`src/rtl/car_pkg.sv`:
```
// rtl/car_pkg.sv - shared FSM state type, default keycodes and velocity-limit helper for car_motion_ctrl
package car_pkg;

  typedef enum logic [1:0] {ARM, RUN, PAUSE} car_state_e;

  localparam logic [7:0] DEF_KEY_LEFT    = 8'h04;
  localparam logic [7:0] DEF_KEY_RIGHT   = 8'h07;
  localparam logic [7:0] DEF_KEY_DOWN    = 8'h16;
  localparam logic [7:0] DEF_KEY_UP      = 8'h1A;
  localparam logic [7:0] DEF_KEY_RESTART = 8'h15;

  function automatic int vel_limit(input int vmax, input logic boost);
    return boost ? 2 * vmax : vmax;
  endfunction

endpackage

```
`src/rtl/car_axis.sv`:
```
// rtl/car_axis.sv - one motion axis: velocity saturation/decay, position add, bound clamp and hit flag
module car_axis
  import car_pkg::*;
#(
  parameter int         POS_W   = 10,
  parameter int         VEL_W   = 5,
  parameter int         MIN     = 47,
  parameter int         MAX     = 233,
  parameter int         START   = 140,
  parameter logic [7:0] KEY_POS = DEF_KEY_RIGHT,
  parameter logic [7:0] KEY_NEG = DEF_KEY_LEFT
) (
  input  logic                    clk,
  input  logic                    reset,
  input  logic                    restart,
  input  logic                    move,
  input  logic                    tick,
  input  logic [7:0]              keycode,
  input  logic signed [VEL_W-1:0] limit,
  output logic [POS_W-1:0]        pos,
  output logic signed [VEL_W-1:0] vel,
  output logic                    hit
);

  localparam int SW = POS_W + 2;
  localparam logic signed [SW-1:0]    MIN_S = SW'(MIN);
  localparam logic signed [SW-1:0]    MAX_S = SW'(MAX);
  localparam logic signed [VEL_W-1:0] ONE   = VEL_W'(1);

  logic signed [SW-1:0]    sum;
  logic signed [VEL_W-1:0] target;
  logic signed [VEL_W-1:0] vel_next;
  logic                    clamp_lo;
  logic                    clamp_hi;

  // Velocity always walks one step toward the key's target; this also pulls an
  // over-limit velocity back down to the limit once boost is released.
  always_comb begin
    target = '0;
    if (keycode == KEY_POS)
      target = limit;
    else if (keycode == KEY_NEG)
      target = -limit;

    vel_next = vel;
    if (vel < target)
      vel_next = vel + ONE;
    else if (vel > target)
      vel_next = vel - ONE;

    sum      = $signed({2'b00, pos}) + SW'(vel);
    clamp_lo = (sum < MIN_S);
    clamp_hi = (sum > MAX_S);
  end

  // Pushing against a wall the car already touches re-clamps without a new hit.
  always_ff @(posedge clk) begin
    if (reset || restart) begin
      pos <= POS_W'(START);
      vel <= '0;
      hit <= 1'b0;
    end else if (move) begin
      if (clamp_lo) begin
        pos <= POS_W'(MIN);
        vel <= '0;
        hit <= (pos != POS_W'(MIN));
      end else if (clamp_hi) begin
        pos <= POS_W'(MAX);
        vel <= '0;
        hit <= (pos != POS_W'(MAX));
      end else begin
        pos <= sum[POS_W-1:0];
        vel <= tick ? vel_next : vel;
        hit <= 1'b0;
      end
    end else begin
      hit <= 1'b0;
    end
  end

endmodule

```
`src/rtl/car_motion_ctrl.sv`:
```
// rtl/car_motion_ctrl.sv - keycode-driven 2-D sprite mover with arm/run/pause FSM and accel counter
// Optional boost input and doubled velocity limit enabled by CAR_BOOST_EN.
module car_motion_ctrl
  import car_pkg::*;
#(
  parameter int         POS_W       = 10,
  parameter int         VEL_W       = 5,
  parameter int         X_MIN       = 47,
  parameter int         X_MAX       = 233,
  parameter int         Y_MIN       = 5,
  parameter int         Y_MAX       = 155,
  parameter int         X_START     = 140,
  parameter int         Y_START     = 155,
  parameter int         VMAX        = 4,
  parameter int         ACCEL_DIV   = 4,
  parameter logic [7:0] KEY_LEFT    = DEF_KEY_LEFT,
  parameter logic [7:0] KEY_RIGHT   = DEF_KEY_RIGHT,
  parameter logic [7:0] KEY_DOWN    = DEF_KEY_DOWN,
  parameter logic [7:0] KEY_UP      = DEF_KEY_UP,
  parameter logic [7:0] KEY_RESTART = DEF_KEY_RESTART
) (
  input  logic                    frame_clk,
  input  logic                    Reset,
  input  logic [7:0]              keycode,
  input  logic                    freeze,
`ifdef CAR_BOOST_EN
  input  logic                    boost,
`endif
  output logic [POS_W-1:0]        car_x,
  output logic [POS_W-1:0]        car_y,
  output logic signed [VEL_W-1:0] vel_x,
  output logic signed [VEL_W-1:0] vel_y,
  output logic                    wall_hit,
  output logic [1:0]              state
);

  localparam int CNT_W = (ACCEL_DIV > 1) ? $clog2(ACCEL_DIV) : 1;
  localparam logic [CNT_W-1:0] CNT_LAST = CNT_W'(ACCEL_DIV - 1);

  car_state_e              state_q;
  logic [CNT_W-1:0]        cnt;
  logic                    restart;
  logic                    move;
  logic                    tick;
  logic                    boost_on;
  logic signed [VEL_W-1:0] limit;
  logic                    hit_x;
  logic                    hit_y;

`ifdef CAR_BOOST_EN
  assign boost_on = boost;
`else
  assign boost_on = 1'b0;
`endif

  assign limit   = VEL_W'(vel_limit(VMAX, boost_on));
  assign restart = (state_q != ARM) && (keycode == KEY_RESTART);
  assign move    = (state_q == RUN) && !restart && !freeze;
  assign tick    = move && (cnt == CNT_LAST);

  // ARM waits for a released key so a key held through reset is not acted on.
  always_ff @(posedge frame_clk) begin
    if (Reset) begin
      state_q <= ARM;
      cnt     <= '0;
    end else if (restart) begin
      state_q <= ARM;
      cnt     <= '0;
    end else begin
      case (state_q)
        ARM:     if (keycode == 8'h00) state_q <= RUN;
        RUN: begin
          if (freeze)
            state_q <= PAUSE;
          else
            cnt <= (cnt == CNT_LAST) ? '0 : cnt + 1'b1;
        end
        PAUSE:   if (!freeze) state_q <= RUN;
        default: state_q <= ARM;
      endcase
    end
  end

  car_axis #(
    .POS_W(POS_W), .VEL_W(VEL_W), .MIN(X_MIN), .MAX(X_MAX), .START(X_START),
    .KEY_POS(KEY_RIGHT), .KEY_NEG(KEY_LEFT)
  ) u_axis_x (
    .clk(frame_clk), .reset(Reset), .restart(restart), .move(move), .tick(tick),
    .keycode(keycode), .limit(limit), .pos(car_x), .vel(vel_x), .hit(hit_x)
  );

  car_axis #(
    .POS_W(POS_W), .VEL_W(VEL_W), .MIN(Y_MIN), .MAX(Y_MAX), .START(Y_START),
    .KEY_POS(KEY_DOWN), .KEY_NEG(KEY_UP)
  ) u_axis_y (
    .clk(frame_clk), .reset(Reset), .restart(restart), .move(move), .tick(tick),
    .keycode(keycode), .limit(limit), .pos(car_y), .vel(vel_y), .hit(hit_y)
  );

  assign wall_hit = hit_x | hit_y;
  assign state    = state_q;

endmodule

```
`config.mk`:
```
export PLATFORM = sky130hd
export DESIGN_NAME = car_motion_ctrl
export DESIGN_NICKNAME = d
export VERILOG_FILES = /design/src/rtl/car_pkg.sv /design/src/rtl/car_axis.sv /design/src/rtl/car_motion_ctrl.sv
export SDC_FILE = /design/constraint.sdc
export NUM_CORES = 1
export LEC_CHECK = 0
export CORE_ASPECT_RATIO = 0.8
export CORE_MARGIN = 2
export CORE_UTILIZATION = 40
export CTS_CLUSTER_DIAMETER = 80
export DETAILED_ROUTE_END_ITERATION = 12
export HOLD_SLACK_MARGIN = 0.12
export PLACE_DENSITY = 0.63
export SLEW_MARGIN = 20
export SYNTH_ARGS = -nofsm -noshare
export SYNTH_HDL_FRONTEND = slang
export SYNTH_SLANG_ARGS = --single-unit
```
`constraint.sdc`:
```
create_clock -name frame_clk -period 3 [get_ports frame_clk]
set_input_delay 0.6 -clock frame_clk [delete_from_list [all_inputs] [get_ports frame_clk]]
set_output_delay 0.6 -clock frame_clk [all_outputs]
set_load 0.1 [all_outputs]
```
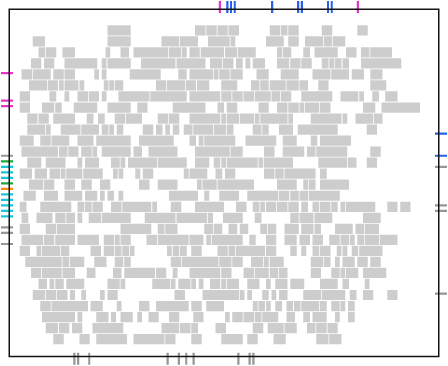
io_placement.png
Pins as bars across the die edge, other pins in gray.
legend:
  green:
    port: state
    pins: 2
    direction: output
    edge: left
  orange:
    port: freeze
    pins: 1
    direction: input
    edge: left
  cyan:
    port: keycode
    pins: 8
    direction: input
    edge: left
  magenta:
    port: vel_x
    pins: 5
    direction: output
    edge: 3 left, 2 top
  blue:
    port: car_x
    pins: 10
    direction: output
    edge: 8 top, 2 right
all pins by edge: 18 left, 10 top, 10 bottom, 6 right

==> flow_metrics.py <==
# Metrics from the implementation run
metrics = {
    "synth": {
        "ys_top_cells_by_count": "nor2_1, dfxtp_1, ha_1",
        "yosysMostFrequentCell": "nor2_1",
        "ys_area_sq_um": 3300,
        "syn_inst": 403,
        "ys_sh_xor": 0.0584,
        "top_logic_kind": "AND-OR/OR-AND gates",
        "yosysUniqueCellTypes": 74,
        "ys_sh_mux": 0.0201,
        "syn-cell-area_sq_um": 3300,
        "aoi_share": 0.261,
        "synth_flop_count": 36,
        "postSynthSeqShare": 0.218,
    },
    "placed_design": {
        "dp_cells": 602,
        "portBuffers": 43,
        "placed_cell_area_sq_um": 4350,
        "dp_hpwl_um": 7170,
    },
    "cts": {
        "cts_sinks": 36,
        "clk_path_buf_depth": 2,
        "cts_root_buffer": "clkbuf_8",
        "cts_tree": "done",
        "path_clk_slew_ns": 0.08,
        "cts-resized-gates": 39,
        "clock.latency.late_pin_ns": 0.28,
    },
    "final_layout": {
        "final_common_cell": "buf_4",
        "regArea_sq_um": 768,
        "design.seq.count": 36,
        "num_antenna_cells": 0,
        "nMultiInputCombCells": 332,
        "design_area_sq_um": 4850,
        "reg_top3": "u_axis_x.pos: 10 flops, u_axis_y.pos: 10 flops",
        "sh_seq_area": 0.159,
        "comb_share": 0.575,
        "num-nonclk-inverters": 22,
        "final-clk-cell-share": 0.0219,
        "fill_cells": 739,
        "buffers_excl_clock": 116,
        "buf_share": 0.199,
        "layout-drive-gt1-share": 0.426,
    },
    "sta": {
        "setup_viol": 1,
        "holdWs_ns": 0.494,
        "relSlewSlack": 0.763,
        "hold_viol": 0,
        "setup-tns-final_ns": -0.0598,
        "rsz0062_at_grt": "true",
        "period_used_share": 1.02,
        "drv_slew": 0,
        "fin_ws_ns": -0.0598,
    },
    "pwr": {
        "netSwitchingPower_mw": 0.215,
        "p_int_mw": 0.720,
        "seq-power_mw": 0.473,
        "p_leak_nw": 2.10,
        "fin_total_pwr_mw": 0.935,
        "power_leader": "sequential cells",
        "clk-power_mw": 0.393,
    },
    "global_route": {
        "overflow": 0,
        "grt_usage": 0.211,
        "grt_pass1_wl_um": 15600,
        "grt_pass1_vias": 3358,
    },
    "setup_path": {
        "worstReg2RegEnd": "u_axis_x.pos[2]",
        "end_kind": "register",
        "crit_type": "primary input to register",
        "crit_path_frequent_cell": "nor2b_4",
    },
    "drt": {
        "vias": 3440,
        "finalWirelength_um": 9470,
        "drt_iter0_markers": 166,
        "wl_per_cell_um": 15.2,
        "first_pass_iters": 4,
    },
    "floorplanning": {
        "rows": 29,
        "fp_util": 0.413,
        "core_sq_um": 7980,
        "die-height_um": 85.3,
    },
    "outcome": {
        "violations": "negative setup slack",
        "status": "finished with violations",
    },
    "worst_hold_path": {
        "whs_path_depth": 2,
    },
}
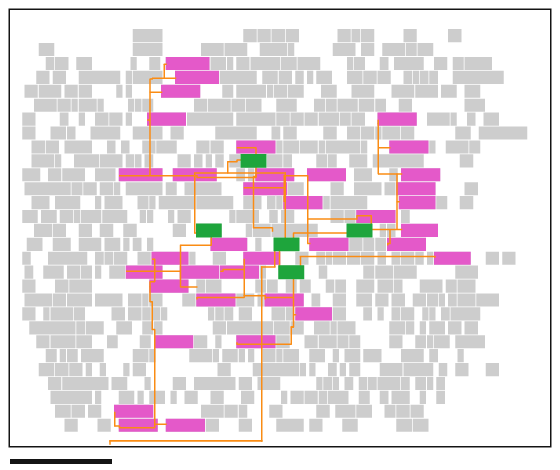
clk_routes.png
The bar under the picture is 20 um long.
legend:
  orange:
    item: clock wires
    length: 478 um
  magenta:
    item: flip-flops
    count: 36
  green:
    item: clock drivers
    count: 5
routed clock nets: 6

worst min-delay path: cells and delay by family (launching register included):
family,cells,cell delay (ns)
flip-flops,1,0.35
AND-OR/OR-AND,1,0.05
AND/OR/NAND/NOR,1,0.06
worst max path at each step:
stage,end,cells past startpoint
finish,u_axis_y.vel[4],16
global route,u_axis_y.vel[4],16
CTS,u_axis_x.vel[3],11
detailed placement,u_axis_x.vel[4],18
global placement,u_axis_x.vel[4],18
floorplan,u_axis_x.vel[4],17
routing by layer:
layer,track usage,vias to the layer above,wire length (um)
li1,-,1720,-
met1,0.283,1636,4640
met2,0.352,74,4400
met3,0.0346,10,323
met4,0.0550,0,102
met5,0,-,0
No activity file was given, so power comes from the tool's default toggle rates.
